--- src/rtl/ternary_seq_ctrl_pkg.sv ---
// Shared types and constants for the ternary sequencer: state encoding,
// default geometry and the derived weight-load length.
package ternary_seq_ctrl_pkg;

  localparam int DEF_MAX_IN_LEN   = 12;
  localparam int DEF_MAX_OUT_LEN  = 12;
  localparam int DEF_WEIGHT_WIDTH = 2;
  localparam int BIT_WIDTH        = 16;
  localparam int LOAD_CYCLES      = DEF_WEIGHT_WIDTH * DEF_MAX_OUT_LEN;
  localparam int VEC_W            = 8;

  typedef enum logic [1:0] {
    ST_IDLE    = 2'd0,
    ST_LOAD    = 2'd1,
    ST_COMPUTE = 2'd2,
    ST_DONE    = 2'd3
  } state_e;

  // Counter width that still works for a modulus of 1.
  function automatic int cnt_width(input int modulus);
    return (modulus <= 1) ? 1 : $clog2(modulus);
  endfunction

endpackage

--- src/rtl/ternary_seq_ctrl_if.sv ---
// Job request / status bundle between a host and the ternary sequencer.
interface ternary_seq_ctrl_if;
  import ternary_seq_ctrl_pkg::*;

  logic             start;
  logic             reload;
  logic [VEC_W-1:0] num_vec;
  logic             hold;
  logic             load_ena;
  logic             lsb_select;
  logic             busy;
  logic             out_valid;
  logic             done;
  logic             wts_loaded;
  logic [VEC_W-1:0] vec_idx;

  modport master (
    output start, reload, num_vec, hold,
    input  load_ena, lsb_select, busy, out_valid, done, wts_loaded, vec_idx
  );

  modport slave (
    input  start, reload, num_vec, hold,
    output load_ena, lsb_select, busy, out_valid, done, wts_loaded, vec_idx
  );

endinterface

--- src/rtl/ternary_seq_ctrl_seq_counter.sv ---
// Modulo-MAX up-counter with synchronous clear, count enable and a
// terminal flag that is high while the count sits at MAX-1.
module seq_counter #(
  parameter int MAX = 16,
  parameter int W   = ternary_seq_ctrl_pkg::cnt_width(MAX)
) (
  input  logic         clk,
  input  logic         rst,
  input  logic         clr,
  input  logic         en,
  output logic [W-1:0] count,
  output logic         last
);
  import ternary_seq_ctrl_pkg::*;

  logic [W-1:0] count_reg;

  assign last  = (count_reg == W'(MAX - 1));
  assign count = count_reg;

  always_ff @(posedge clk) begin
    if (rst || clr) begin
      count_reg <= '0;
    end else if (en) begin
      count_reg <= last ? '0 : count_reg + W'(1);
    end
  end

endmodule

--- src/rtl/ternary_seq_ctrl.sv ---
// Job sequencer for a bit-serial ternary matrix-vector unit: optional
// weight shift-load, then BIT_WIDTH cycles per input vector, then a done pulse.
module ternary_seq_ctrl #(
  parameter int MAX_IN_LEN   = ternary_seq_ctrl_pkg::DEF_MAX_IN_LEN,
  parameter int MAX_OUT_LEN  = ternary_seq_ctrl_pkg::DEF_MAX_OUT_LEN,
  parameter int WEIGHT_WIDTH = ternary_seq_ctrl_pkg::DEF_WEIGHT_WIDTH,
  parameter int BIT_WIDTH    = ternary_seq_ctrl_pkg::BIT_WIDTH
) (
  input logic               clk,
  input logic               rst,
  ternary_seq_ctrl_if.slave bus
);
  import ternary_seq_ctrl_pkg::*;

  localparam int LOAD_LEN = WEIGHT_WIDTH * MAX_OUT_LEN;
  localparam int LOAD_W   = cnt_width(LOAD_LEN);
  localparam int BIT_W    = cnt_width(BIT_WIDTH);

  localparam logic [1:0] IDLE    = ST_IDLE;
  localparam logic [1:0] LOAD    = ST_LOAD;
  localparam logic [1:0] COMPUTE = ST_COMPUTE;
  localparam logic [1:0] DONE    = ST_DONE;

  // Input length only shapes the datapath; the sequencer just needs it sane.
  if (MAX_IN_LEN > 0) begin : g_in_len_ok
  end

  logic [1:0]       state_reg, state_next;
  logic             wts_loaded_reg;
  logic [VEC_W-1:0] num_vec_reg;
  logic [VEC_W-1:0] vec_idx_reg;
  logic             ov_pend_reg;

  logic              load_en, bit_en;
  logic              load_last, bit_last;
  logic [LOAD_W-1:0] load_cnt;
  logic [BIT_W-1:0]  bit_cnt;
  logic              load_done, vec_done, last_vec, start_ok;

  assign start_ok  = (state_reg == IDLE) && bus.start;
  assign load_en   = (state_reg == LOAD) && !bus.hold;
  assign bit_en    = (state_reg == COMPUTE) && !bus.hold;
  assign load_done = load_en && load_last;
  assign vec_done  = bit_en && bit_last;
  assign last_vec  = (vec_idx_reg == num_vec_reg - VEC_W'(1));

  seq_counter #(.MAX(LOAD_LEN), .W(LOAD_W)) u_load_cnt (
    .clk   (clk),
    .rst   (rst),
    .clr   (state_reg != LOAD),
    .en    (load_en),
    .count (load_cnt),
    .last  (load_last)
  );

  seq_counter #(.MAX(BIT_WIDTH), .W(BIT_W)) u_bit_cnt (
    .clk   (clk),
    .rst   (rst),
    .clr   (state_reg != COMPUTE),
    .en    (bit_en),
    .count (bit_cnt),
    .last  (bit_last)
  );

  always_comb begin
    state_next = state_reg;
    case (state_reg)
      IDLE: begin
        if (bus.start) begin
          if (bus.reload || !wts_loaded_reg) state_next = LOAD;
          else if (bus.num_vec == '0)        state_next = DONE;
          else                               state_next = COMPUTE;
        end
      end
      LOAD: begin
        if (load_done) state_next = (num_vec_reg != '0) ? COMPUTE : DONE;
      end
      COMPUTE: begin
        if (vec_done && last_vec) state_next = DONE;
      end
      DONE: begin
        if (!bus.hold) state_next = IDLE;
      end
      default: state_next = IDLE;
    endcase
  end

  always_ff @(posedge clk) begin
    if (rst) begin
      state_reg      <= IDLE;
      wts_loaded_reg <= 1'b0;
      num_vec_reg    <= '0;
      vec_idx_reg    <= '0;
      ov_pend_reg    <= 1'b0;
    end else begin
      state_reg <= state_next;
      if (start_ok)  num_vec_reg    <= bus.num_vec;
      if (load_done) wts_loaded_reg <= 1'b1;
      if ((state_reg == DONE) && !bus.hold) vec_idx_reg <= '0;
      else if (vec_done)                    vec_idx_reg <= vec_idx_reg + VEC_W'(1);
      // The finished-vector flag is held, not dropped, across a hold.
      if (!bus.hold) ov_pend_reg <= vec_done;
    end
  end

  assign bus.load_ena   = load_en;
  assign bus.lsb_select = bit_en && (bit_cnt == '0);
  assign bus.busy       = (state_reg != IDLE);
  assign bus.out_valid  = ov_pend_reg && !bus.hold;
  assign bus.done       = (state_reg == DONE) && !bus.hold;
  assign bus.wts_loaded = wts_loaded_reg;
  assign bus.vec_idx    = vec_idx_reg;

endmodule
--- src/flat_wrapper.sv ---
// flat-port wrapper written by rule: the top's interface ports become plain ports
module ternary_seq_ctrl_flat import ternary_seq_ctrl_pkg::*;
#(
  parameter int MAX_IN_LEN   = ternary_seq_ctrl_pkg::DEF_MAX_IN_LEN,
  parameter int MAX_OUT_LEN  = ternary_seq_ctrl_pkg::DEF_MAX_OUT_LEN,
  parameter int WEIGHT_WIDTH = ternary_seq_ctrl_pkg::DEF_WEIGHT_WIDTH,
  parameter int BIT_WIDTH    = ternary_seq_ctrl_pkg::BIT_WIDTH
)
  (clk, rst, bus_start, bus_reload, bus_num_vec, bus_hold, bus_load_ena, bus_lsb_select, bus_busy, bus_out_valid, bus_done, bus_wts_loaded, bus_vec_idx);
  ternary_seq_ctrl_if bus_i ();
  input logic clk;
  input logic rst;
  input wire logic [$bits(bus_i.start)-1:0] bus_start;
  input wire logic [$bits(bus_i.reload)-1:0] bus_reload;
  input wire logic [$bits(bus_i.num_vec)-1:0] bus_num_vec;
  input wire logic [$bits(bus_i.hold)-1:0] bus_hold;
  output wire logic [$bits(bus_i.load_ena)-1:0] bus_load_ena;
  output wire logic [$bits(bus_i.lsb_select)-1:0] bus_lsb_select;
  output wire logic [$bits(bus_i.busy)-1:0] bus_busy;
  output wire logic [$bits(bus_i.out_valid)-1:0] bus_out_valid;
  output wire logic [$bits(bus_i.done)-1:0] bus_done;
  output wire logic [$bits(bus_i.wts_loaded)-1:0] bus_wts_loaded;
  output wire logic [$bits(bus_i.vec_idx)-1:0] bus_vec_idx;
  assign bus_i.start = bus_start;
  assign bus_i.reload = bus_reload;
  assign bus_i.num_vec = bus_num_vec;
  assign bus_i.hold = bus_hold;
  assign bus_load_ena = bus_i.load_ena;
  assign bus_lsb_select = bus_i.lsb_select;
  assign bus_busy = bus_i.busy;
  assign bus_out_valid = bus_i.out_valid;
  assign bus_done = bus_i.done;
  assign bus_wts_loaded = bus_i.wts_loaded;
  assign bus_vec_idx = bus_i.vec_idx;
  ternary_seq_ctrl #(.MAX_IN_LEN(MAX_IN_LEN), .MAX_OUT_LEN(MAX_OUT_LEN), .WEIGHT_WIDTH(WEIGHT_WIDTH), .BIT_WIDTH(BIT_WIDTH)) u_core (.clk(clk), .rst(rst), .bus(bus_i));
endmodule
--- config.mk ---
export PLATFORM = sky130hd
export DESIGN_NAME = ternary_seq_ctrl_flat
export DESIGN_NICKNAME = d
export VERILOG_FILES = /design/src/rtl/ternary_seq_ctrl_pkg.sv /design/src/rtl/ternary_seq_ctrl_if.sv /design/src/rtl/ternary_seq_ctrl_seq_counter.sv /design/src/rtl/ternary_seq_ctrl.sv /design/src/flat_wrapper.sv
export SDC_FILE = /design/constraint.sdc
export NUM_CORES = 1
export LEC_CHECK = 0
export CAP_MARGIN = 5
export CELL_PAD_IN_SITES_DETAIL_PLACEMENT = 1
export CELL_PAD_IN_SITES_GLOBAL_PLACEMENT = 1
export CORE_MARGIN = 2
export CORE_UTILIZATION = 35
export CTS_CLUSTER_DIAMETER = 60
export CTS_CLUSTER_SIZE = 8
export DETAILED_ROUTE_END_ITERATION = 10
export MAX_ROUTING_LAYER = met4
export PLACE_DENSITY = 0.79
export REMOVE_ABC_BUFFERS = 1
export SLEW_MARGIN = 20
export SYNTH_ARGS = -nofsm -noshare
export SYNTH_HDL_FRONTEND = slang
export SYNTH_SLANG_ARGS = --single-unit
export TNS_END_PERCENT = 100
--- constraint.sdc ---
create_clock -name clk -period 2.2 [get_ports clk]
set_input_delay 0.44 -clock clk [delete_from_list [all_inputs] [get_ports clk]]
set_output_delay 0.44 -clock clk [all_outputs]
set_load 0.01 [all_outputs]
==> results.sh, run 1 <==
# flow metrics
export IMPL_critPathMaxFanout=3
export IMPL_final_min_clock_period_ps=2100
export IMPL_cts_repair_timing_setup_buffer_count=0
export IMPL_dieArea_mm2=0.00531
export IMPL_tritoncts_sink_count=29
export IMPL_path_common_cell="sky130_fd_sc_hd__inv_1"
export IMPL_maxPowerGroup="combinational logic"
export IMPL_first_global_vias=1607
export IMPL_ys_async_sr_fraction=0
export IMPL_path_class="flip-flop to output port"
export IMPL_tritoncts_num_buffers=5
export IMPL_number_of_buffer_and_inverter_instances_along_the_worst_setup_path=4
export IMPL_regToRegStartpoint="u_core.num_vec_reg[5]"
export IMPL_synthesis_instances=196
export IMPL_crit_path_start="u_core.state_reg[0]"
export IMPL_nClkBuffers=7
export IMPL_top_cells_by_area="sky130_fd_sc_hd__dfxtp_1 (35%), sky130_fd_sc_hd__ha_1 (8.3%), sky130_fd_sc_hd__xnor2_1 (5.8%)"
export IMPL_drt_pre_antenna_iters=4
export IMPL_htree_num_levels=2
export IMPL_xor_area_frac=0.111
export IMPL_cp_cell_sequence="inv_1 -> buf_4 -> ha_1 -> inv_1 -> clkdlybuf4s50_1"
export IMPL_final_setup_viol_count=0
export IMPL_initial_core_util=0.356
export IMPL_max_clock_freq_mhz=477
export IMPL_routed_via_density=5.17
export IMPL_and_or_or_and_cells_area_fraction=0.136
export IMPL_worstPathArrival_ps=1660
export IMPL_route_antenna_remaining_nets=0
export IMPL_yosysTopAreaCell="sky130_fd_sc_hd__dfxtp_1"
export IMPL_tritoncts="done"
export IMPL_top_layer="met4"
export IMPL_cts_root_buf="sky130_fd_sc_hd__clkbuf_8"
export IMPL_dominant_cells="logic gates"
export IMPL_crit_end="bus_busy"
export IMPL_timing_critical_path_max_delay_family="buffers and inverters"
export IMPL_finalClockPeriodUsage=0.952
export IMPL_row_count=25
export IMPL_yosysChipArea_mm2=0.00166
export IMPL_synthDominantCellAreaShare=0.350
export IMPL_power_switching_fraction=0.356
export IMPL_hold_path_endpoint="u_core.num_vec_reg[3]"
export IMPL_leakagePower_nw=0.881
export IMPL_max_slew_worst_pin_slew_ps=382
export IMPL_sequential_cell_count_of_the_final_layout=29
export IMPL_antenna_cells_inserted=0
export IMPL_fin_nets=266
export IMPL_route_met2_wl_um=2290
export IMPL_min_path_cells=2
export IMPL_multiInputGateArea_mm2=0.00102
export IMPL_ys_seq_frac=0.350
export IMPL_grt_overflow_total=0
export IMPL_number_of_antenna_violations_at_the_first_check_in_global_routing=0
export IMPL_edf_count=0
export IMPL_worst_path_stages=5
export IMPL_sequential_cell_power_consumption_uw=624
export IMPL_buffers_excl_clock=47
export IMPL_nMultiInputCombCells=149
export IMPL_synth_lib_cells_used_distinct=41
export IMPL_r2r_end="u_core.state_reg[0]"
export IMPL_floorplan_die_width_um=72.9
export IMPL_status="finished clean"
export IMPL_grt_busiest_layer="met2"
export IMPL_switchingPower_uw=690
export IMPL_data_required_time_of_the_critical_path_ps=1760
export IMPL_min_path_type="flip-flop to flip-flop"
export IMPL_groute_layer_met1_usage=0.201
export IMPL_synth_logic_top_family="simple AND/OR/NAND/NOR gates"
export IMPL_portBuffers=26
export IMPL_cell_internal_pwr_mw=1.25
export IMPL_yosys_mux_area_fraction=0.0181
export IMPL_clock_tree_area_fraction=0.0456
export IMPL_route_detailed_drc=0
export IMPL_nWellTaps=54
export IMPL_cts_repair_resized=4
export IMPL_design_power_total_mw=1.94
export IMPL_clk_path_buf_depth=2
export IMPL_max_cap_violations=0
export IMPL_hold_path_startpoint="u_core.num_vec_reg[3]"
export IMPL_hold_viol=0
export IMPL_ys_cells=196
export IMPL_synth_flop_count=29
export IMPL_gpl_congestion=0.747
export IMPL_preCtsSetupSlack_ps=-207
export IMPL_worst_ir_drop_on_vdd_mv=0.444
export IMPL_critPathSlowestCell="sky130_fd_sc_hd__clkdlybuf4s50_1"
export IMPL_syn_avg_cell_area_um2=8.47
export IMPL_yosys_most_used_dff="sky130_fd_sc_hd__dfxtp_1"
export IMPL_layout_area_seq_um2=582
export IMPL_power_share_sequential=0.322
export IMPL_detail_route_iter0_violations=29
export IMPL_top_level_ports=27
export IMPL_sum_of_met3_wire_segment_lengths_after_detailed_routing_um=144
export IMPL_powerComb_uw=819
export IMPL_lay_top_count="sky130_fd_sc_hd__dfxtp_1"
export IMPL_power_density_mw_per_mm2=871
export IMPL_die_size_y_um=72.9
export IMPL_reg2regPathDepth=6
export IMPL_wire_length_of_the_first_global_routing_pass_um=7370
export IMPL_core_region_area_mm2=0.00466
export IMPL_routedLengthMet1_um=1880
export IMPL_non_clock_buffer_share_of_cell_area=0.186
export IMPL_postCtsHoldBufs=0
export IMPL_timing_final_max_slew_violations=0
export IMPL_clkTransAtPathRegs_ps=70
export IMPL_postLayoutSetupSlackWorst_ps=105
export IMPL_n_fill_cell=556
export IMPL_grt_start_max_net_pins=12
export IMPL_grt_met3_use=0.0497
export IMPL_n_all_inverters=10
export IMPL_combinationalPowerShare=0.423
[run 1: cells in the mapped netlist (all sizes together), types with 2 or more instances]
cell,instances
dfxtp,29
nand2,20
nor2,19
a21oi,13
ha,11
nand3,11
xnor2,11
inv,10
xor2,10
clkbuf,7
nor3,6
nand4,5
o21ai,5
nor2b,4
nor4,4
mux2i,3
a41oi,2
and3,2
nand2b,2
nor3b,2
nor4b,2
o41ai,2
or2,2
or3,2
[run 1: per-stage QoR]
stage	hold slack, ps	instances	TNS [ps]	area, µm²
2_1_floorplan	449	188	0	1630
3_3_place_gp	471	288	-660	2110
3_5_place_dp	489	288	-969	2110
4_1_cts	507	296	0	2200
5_1_grt	530	297	-55.5	2220
6_report	505	297	0	2220
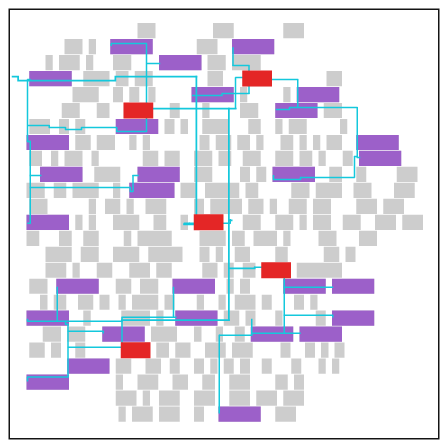
(run_1/clk_routes.png)
clock wires: drawn in cyan, length 459 µm. clock drivers: drawn in red, count 5. flip-flops: drawn in purple, count 29.
Position of the flops: spread over the die.
Worst Clk Skew: 8.27 ps
insertion delay of the later-clocked pin in the worst-skew pair: 290 ps
share of power burned in the clock network: 0.255
power in the clock group: 494 µW

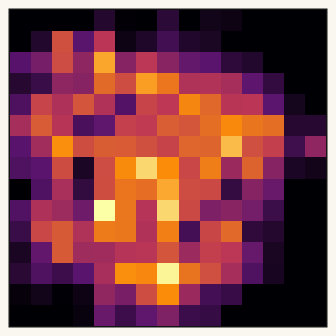
(run_1/metal_density.png)
The die is cut into 15 by 15 equal tiles; black is low, pale yellow is high, scaled to the fullest tile. Values are wire area over tile area, all layers added.
21% of the tiles are nearly empty. The mean over all tiles is 0.13. The densest ninth of the die: center. The fullest tile reaches 0.39. 30% of the tiles are over half the peak.
Final Routed Wirelength: 4380 µm
number of vias after detailed routing: 1536
overall fraction of global-route tracks in use: 0.184
post-DR wirelength/cell: 14.7 µm

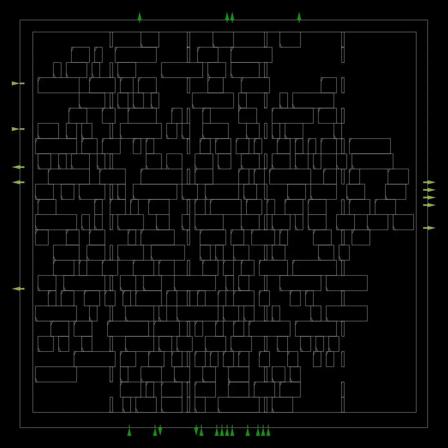
(run_1/placement.png)
sequential cell area share: 0.262
Finished Core Util: 0.477
non-filler cells in the finished layout: 297

==> run_1/logic_types.png <==
Scale bar: 20 µm.
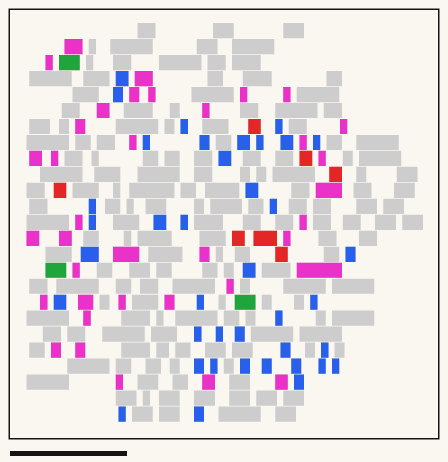

--- run 2 (diff from run 1) ---
CORE_UTILIZATION = 40   (was 35)
PLACE_DENSITY = 0.85   (was 0.79)
SETUP_SLACK_MARGIN = 0.02   (was unset)
clock period = 2.63 ns   (was 2.2 ns; I/O delays follow)
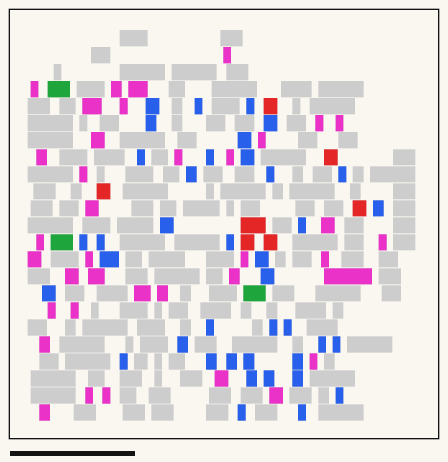
(run_2/logic_types.png)
Scale bar: 20 µm.
and/or cells: drawn in red, cells 7. mux cells: drawn in green, cells 3, most used mux2i_1. nor cells: drawn in magenta, cells 37, most used nor2_1, where spread over the die. nand cells: drawn in blue, cells 39, most used nand2_1.

==> run 2 against run 1 <==
  * Wire length shrank 4.0%
  * Sequential power shrank 16%
  * Critical path depth shrank 1
==> results.sh, run 2 <==
# flow metrics
export IMPL_status="finished clean"
export IMPL_switchingPower_uw=545
export IMPL_data_required_time_of_the_critical_path_ps=2100
export IMPL_max_cap_violations=0
export IMPL_clkLatencyLatePin_ps=290
export IMPL_drt_wirelength_per_cell_um=15.1
export IMPL_timing_critical_path_max_delay_family="buffers and inverters"
export IMPL_hold_viol=0
export IMPL_groute_layer_met1_usage=0.231
export IMPL_tritoncts_num_buffers=5
export IMPL_sum_of_met3_wire_segment_lengths_after_detailed_routing_um=130
export IMPL_hold_path_startpoint="u_core.num_vec_reg[7]"
export IMPL_reg2regPathDepth=8
export IMPL_gpl_congestion=0.779
export IMPL_vias=1483
export IMPL_grt_busiest_layer="met2"
export IMPL_critPathMaxFanout=12
export IMPL_cell_internal_pwr_uw=951
export IMPL_timing_final_max_slew_violations=0
export IMPL_route_met2_wl_um=2170
export IMPL_leakagePower_nw=0.807
export IMPL_finalWirelength_um=4200
export IMPL_synthesis_instances=196
export IMPL_preCtsSetupSlack_ps=31.5
export IMPL_top_layer="met4"
export IMPL_number_of_buffer_and_inverter_instances_along_the_worst_setup_path=3
export IMPL_power_density_mw_per_mm2=712
export IMPL_fin_nets=253
export IMPL_hold_path_endpoint="u_core.num_vec_reg[7]"
export IMPL_maxPowerGroup="combinational logic"
export IMPL_antenna_cells_inserted=0
export IMPL_tritoncts_sink_count=29
export IMPL_max_clock_freq_mhz=409
export IMPL_cts_root_buf="sky130_fd_sc_hd__clkbuf_8"
export IMPL_crit_path_start="bus_hold"
export IMPL_core_region_area_mm2=0.00400
export IMPL_route_detailed_drc=0
export IMPL_finalSetupTns_ps=0
export IMPL_xor_area_frac=0.111
export IMPL_path_class="input port to output port"
export IMPL_initial_core_util=0.415
export IMPL_powerComb_uw=599
export IMPL_power_share_sequential=0.352
export IMPL_rsz_0062_raised_after_global_routing="false"
export IMPL_final_setup_viol_count=0
export IMPL_final_area_mm2=0.00210
export IMPL_ys_async_sr_fraction=0
export IMPL_and_or_or_and_cells_area_fraction=0.136
export IMPL_design_power_total_mw=1.50
export IMPL_routedLengthMet1_um=1830
export IMPL_power_switching_fraction=0.364
export IMPL_sequential_cell_power_consumption_uw=527
export IMPL_synth_lib_cells_used_distinct=41
export IMPL_wire_length_of_the_first_global_routing_pass_um=7090
export IMPL_synthDominantCellAreaShare=0.350
export IMPL_top_level_ports=27
export IMPL_clk_path_buf_depth=2
export IMPL_ys_cells=196
export IMPL_min_path_cells=2
export IMPL_critPathSlowestCell="sky130_fd_sc_hd__clkdlybuf4s50_1"
export IMPL_placed_instance_area_mm2=0.00201
export IMPL_floorplan_die_width_um=68.4
export IMPL_top_cells_by_area="sky130_fd_sc_hd__dfxtp_1 (35%), sky130_fd_sc_hd__ha_1 (8.3%), sky130_fd_sc_hd__xnor2_1 (5.8%)"
export IMPL_hold_worst_slack_ps=505
export IMPL_edf_count=0
export IMPL_cp_start_kind="input port"
export IMPL_regToRegStartpoint="u_core.num_vec_reg[1]"
export IMPL_htree_num_levels=2
export IMPL_route_antenna_remaining_nets=0
export IMPL_ys_seq_frac=0.350
export IMPL_final_min_clock_period_ps=2450
export IMPL_min_path_type="flip-flop to flip-flop"
export IMPL_combinationalPowerShare=0.401
export IMPL_grt_met3_use=0.0691
export IMPL_synth_logic_top_family="simple AND/OR/NAND/NOR gates"
export IMPL_common_cells="sky130_fd_sc_hd__dfxtp_1 (29), sky130_fd_sc_hd__nand2_1 (19), sky130_fd_sc_hd__nor2_1 (19)"
export IMPL_worst_ir_drop_on_vdd_mv=0.445
export IMPL_cp_cell_sequence="clkdlybuf4s50_1 -> buf_4 -> nor2_1 -> clkdlybuf4s50_1"
export IMPL_share_clk_of_total_power=0.247
export IMPL_clkTransAtPathRegs_ps=60
export IMPL_placed_cells=272
export IMPL_crit_end="bus_load_ena"
export IMPL_yosysTopAreaCell="sky130_fd_sc_hd__dfxtp_1"
export IMPL_grt_start_max_net_pins=13
export IMPL_clock_power_uw=370
export IMPL_worstPathArrival_ps=1920
export IMPL_dieArea_mm2=0.00468
export IMPL_finalClockPeriodUsage=0.930
export IMPL_row_count=23
export IMPL_utilization=0.525
export IMPL_layoutNonFillerInstCount=279
export IMPL_cts_repair_timing_setup_buffer_count=0
export IMPL_synth_flop_count=29
export IMPL_portBuffers=26
export IMPL_path_common_cell="sky130_fd_sc_hd__clkdlybuf4s50_1"
export IMPL_cts_repair_resized=0
export IMPL_yosys_most_used_dff="sky130_fd_sc_hd__dfxtp_1"
export IMPL_die_size_y_um=68.4
export IMPL_r2r_end="u_core.state_reg[0]"
export IMPL_detail_route_iter0_violations=42
export IMPL_grt_usage=0.219
export IMPL_tritoncts="done"
export IMPL_postLayoutSetupSlackWorst_ps=184
export IMPL_syn_avg_cell_area_um2=8.47
export IMPL_worst_path_stages=4
export IMPL_yosys_mux_area_fraction=0.0181
export IMPL_drt_pre_antenna_iters=4
export IMPL_post_synth_top_count_cell="sky130_fd_sc_hd__dfxtp_1"
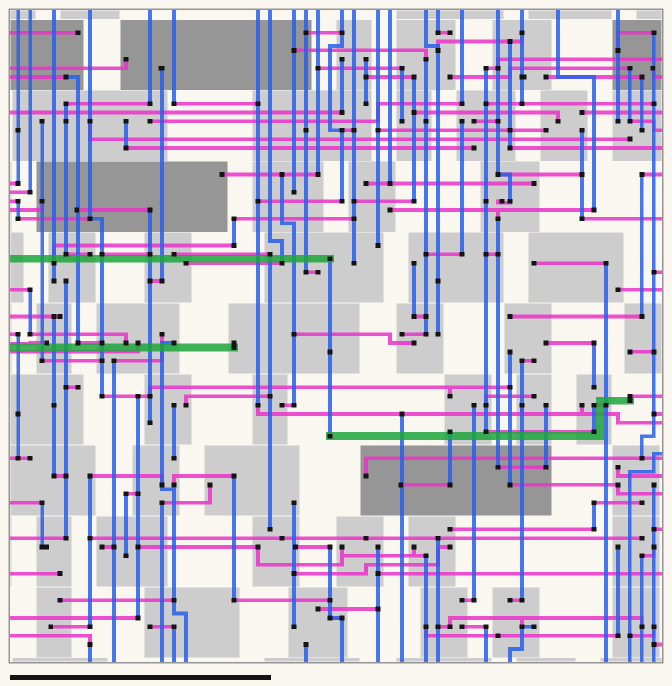
(run_2/detail.png)
Scale bar: 10 µm. Window x 22 to 47, y 8 to 33 µm. Cells in gray, sequential cells in the stronger gray; small squares are vias.
metal 3: drawn in green. metal 1: drawn in magenta. metal 2: drawn in blue.
Most frequent: nand3_1 (8), a21oi_1 (5). Netlist names of flops here include u_core.num_vec_reg (3). 47 logic cells have their middle in the window. Sequential cells in the window: 3.

run 2: cell types whose count changed in the layout (fill, tap and decap cells not counted), sizes merged:
cell,change
buf,-13
clkdlybuf4s50,+3
clkinv,-1
dlygate4sd2,-4
dlymetal6s2s,+1
run 2: tightest hold or removal path: cells and delay by family (launching register included):
family / cells / cell delay (ps)
and+or+nand+nor: 1 / 70
DFF: 1 / 340
AOI/OAI and AO/OA: 1 / 50
run 2: final cells by class:
type / instances / area (µm²) / area share
multi-input cells: 149 / 1010 / 0.481
well taps: 50 / 62.6 / 0.0298
clock buffers: 7 / 86.3 / 0.0411
repair buffers: 34 / 323 / 0.154
inverters: 10 / 37.5 / 0.0179
flip-flops and latches: 29 / 581 / 0.277
--- run 3 (diff from run 2) ---
SLEW_MARGIN = 10   (was 20)
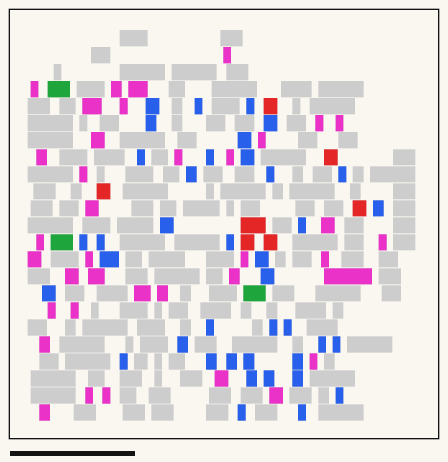
(run_3/logic_types.png)
Scale bar: 20 µm.
nor cells: drawn in magenta, cells 37, most used nor2_1, where spread over the die. and/or cells: drawn in red, cells 7. nand cells: drawn in blue, cells 39, most used nand2_1. mux cells: drawn in green, cells 3, most used mux2i_1.

==> run 3 against run 2 <==
  * Setup slack unchanged
  * First-iteration DRC count is the same
  * Synthesized cell count unchanged
  * Critical path depth is the same
  * Area after synthesis did not move
  * Worst hold slack unchanged
  * Clock skew is the same
  * Combinational power is essentially flat
  * Critical path type unchanged
  * Critical endpoint unchanged
  * Largest power group unchanged
==> results.sh, run 3 <==
# flow metrics
export IMPL_tritoncts_num_buffers=5
export IMPL_power_switching_fraction=0.364
export IMPL_n_fill_cell=486
export IMPL_cts_repair_resized=0
export IMPL_regToRegStartpoint="u_core.num_vec_reg[1]"
export IMPL_postCtsHoldBufs=0
export IMPL_yosysChipArea_mm2=0.00166
export IMPL_route_antenna_remaining_nets=0
export IMPL_vias=1483
export IMPL_multiInputGateArea_mm2=0.00101
export IMPL_dieArea_mm2=0.00468
export IMPL_first_global_vias=1516
export IMPL_reg2regPathDepth=8
export IMPL_grt_start_max_net_pins=13
export IMPL_min_path_type="flip-flop to flip-flop"
export IMPL_design_power_total_mw=1.50
export IMPL_r2r_end="u_core.state_reg[0]"
export IMPL_cts_repair_timing_setup_buffer_count=0
export IMPL_final_setup_viol_count=0
export IMPL_timing_clock_skew_ps=3.63
export IMPL_layout_cells_sized_above_1=0.0961
export IMPL_common_cells="sky130_fd_sc_hd__dfxtp_1 (29), sky130_fd_sc_hd__nand2_1 (19), sky130_fd_sc_hd__nor2_1 (19)"
export IMPL_top_level_ports=27
export IMPL_worst_ir_drop_on_vdd_mv=0.445
export IMPL_worst_path_largest_cell_delay_ps=580
export IMPL_placed_instance_area_mm2=0.00201
export IMPL_powerComb_uw=599
export IMPL_fin_nets=253
export IMPL_gpl_congestion=0.779
export IMPL_groute_layer_met1_usage=0.231
export IMPL_yosysTopAreaCell="sky130_fd_sc_hd__dfxtp_1"
export IMPL_worstPathArrival_ps=1920
export IMPL_status="finished clean"
export IMPL_tritoncts_sink_count=29
export IMPL_wire_length_of_the_first_global_routing_pass_um=7090
export IMPL_path_common_cell="sky130_fd_sc_hd__clkdlybuf4s50_1"
export IMPL_route_detailed_drc=0
export IMPL_grt_met3_use=0.0691
export IMPL_max_clock_freq_mhz=409
export IMPL_initial_core_util=0.415
export IMPL_floorplan_die_width_um=68.4
export IMPL_detail_route_iter0_violations=42
export IMPL_worst_path_stages=4
export IMPL_clk_path_buf_depth=2
export IMPL_power_density_mw_per_mm2=712
export IMPL_clkTransAtPathRegs_ps=60
export IMPL_yosysWarnings=0
export IMPL_placed_cells=272
export IMPL_final_area_mm2=0.00210
export IMPL_max_cap_violations=0
export IMPL_final_min_clock_period_ps=2450
export IMPL_cp_cell_sequence="clkdlybuf4s50_1 -> buf_4 -> nor2_1 -> clkdlybuf4s50_1"
export IMPL_max_slew_worst_pin_slew_ps=415
export IMPL_htree_num_levels=2
export IMPL_power_share_sequential=0.352
export IMPL_share_clk_of_total_power=0.247
export IMPL_syn_avg_cell_area_um2=8.47
export IMPL_grt_overflow_total=0
export IMPL_die_size_y_um=68.4
export IMPL_grt_usage=0.219
export IMPL_finalClockPeriodUsage=0.930
export IMPL_preCtsSetupSlack_ps=31.5
export IMPL_layoutNonFillerInstCount=279
export IMPL_finalSetupTns_ps=0
export IMPL_layout_area_seq_um2=581
export IMPL_hold_path_endpoint="u_core.num_vec_reg[7]"
export IMPL_postLayoutSetupSlackWorst_ps=184
export IMPL_top_layer="met4"
export IMPL_layout_top_cells="sky130_fd_sc_hd__dfxtp_1 (29), sky130_fd_sc_hd__clkdlybuf4s50_1 (25), sky130_fd_sc_hd__nor2_1 (19), sky130_fd_sc_hd__nand2_1 (19), sky130_fd_sc_hd__a21oi_1 (13)"
export IMPL_maxPowerGroup="combinational logic"
export IMPL_endpoint_kind="output port"
export IMPL_ys_async_sr_fraction=0
export IMPL_critPathSlowestCell="sky130_fd_sc_hd__clkdlybuf4s50_1"
export IMPL_timing_critical_path_max_delay_family="buffers and inverters"
export IMPL_antenna_cells_inserted=0
export IMPL_sequential_cell_power_consumption_uw=527
export IMPL_data_required_time_of_the_critical_path_ps=2100
export IMPL_synthDominantCellAreaShare=0.350
export IMPL_path_class="input port to output port"
export IMPL_ys_seq_frac=0.350
export IMPL_route_met2_wl_um=2170
export IMPL_core_region_area_mm2=0.00400
export IMPL_row_count=23
export IMPL_tritoncts="done"
export IMPL_synth_lib_cells_used_distinct=41
export IMPL_utilization=0.525
export IMPL_drt_wirelength_per_cell_um=15.1
export IMPL_edf_count=0
export IMPL_crit_path_start="bus_hold"
export IMPL_hpwl_um=3250
export IMPL_combinationalPowerShare=0.401
export IMPL_post_synth_top_count_cell="sky130_fd_sc_hd__dfxtp_1"
export IMPL_number_of_antenna_violations_at_the_first_check_in_global_routing=0
export IMPL_hold_path_startpoint="u_core.num_vec_reg[7]"
export IMPL_routedLengthMet1_um=1830
export IMPL_yosys_most_used_dff="sky130_fd_sc_hd__dfxtp_1"
export IMPL_ys_cells=196
export IMPL_top_cells_by_area="sky130_fd_sc_hd__dfxtp_1 (35%), sky130_fd_sc_hd__ha_1 (8.3%), sky130_fd_sc_hd__xnor2_1 (5.8%)"
export IMPL_hold_viol=0
export IMPL_critPathMaxFanout=12
export IMPL_finalWirelength_um=4200
export IMPL_slew_limit_headroom=0.720
export IMPL_crit_end="bus_load_ena"
export IMPL_number_of_buffer_and_inverter_instances_along_the_worst_setup_path=3
export IMPL_regToRegSetupSlack_ps=330
export IMPL_cell_internal_pwr_uw=951
export IMPL_syn_area_mm2=0.00166
export IMPL_lay_top_count="sky130_fd_sc_hd__dfxtp_1"
export IMPL_switchingPower_uw=545
export IMPL_min_path_cells=2
export IMPL_synthesis_instances=196
export IMPL_clkLatencyLatePin_ps=290
export IMPL_synth_flop_count=29
export IMPL_clock_power_uw=370
export IMPL_cts_root_buf="sky130_fd_sc_hd__clkbuf_8"
export IMPL_leakagePower_nw=0.807
export IMPL_drt_pre_antenna_iters=4
export IMPL_groute_layer_met2_usage=0.377
export IMPL_rsz_0062_raised_after_global_routing="false"
export IMPL_routed_via_density=5.32
export IMPL_portBuffers=26
export IMPL_hold_worst_slack_ps=505
export IMPL_timing_final_max_slew_violations=0
export IMPL_cp_start_kind="input port"
export IMPL_grt_busiest_layer="met2"
export IMPL_sum_of_met3_wire_segment_lengths_after_detailed_routing_um=130
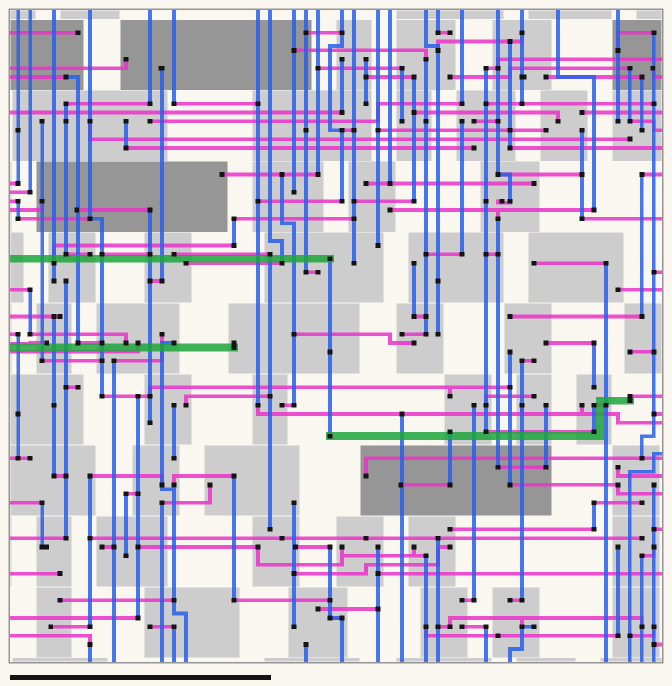
(run_3/detail.png)
Scale bar: 10 µm. Window x 22 to 47, y 8 to 33 µm. Cells in gray, sequential cells in the stronger gray; small squares are vias.
metal 1: drawn in magenta. metal 3: drawn in green. metal 2: drawn in blue.
Most frequent: nand3_1 (8), a21oi_1 (5). 47 logic cells have their middle in the window. Netlist names of flops here include u_core.num_vec_reg (3). Sequential cells in the window: 3.

[run 3: cell counts after synthesis]
Identical to the previous run, type by type.
[run 3: logic make-up (layout without fill, tap and decap cells)]
group                    after synthesis  in the layout  synth area share
AND-OR/OR-AND                         31             31             0.136
XOR/XNOR                              21             21             0.111
adder cells (fa/ha/maj)               11             11            0.0829
buffers and inverters                 18             51            0.0422
flip-flops                            29             29             0.350
multiplexers                           3              3            0.0181
AND/OR/NAND/NOR                       83             83             0.261
[run 3: layout make-up]
class                      instances  area share
clock buffer                       7      0.0411
inverter                          10      0.0179
multi-input combinational        149       0.481
sequential                        29       0.277
tap                               50      0.0298
timing repair buffer              34       0.154
Power is estimated from default activity; no workload was simulated.
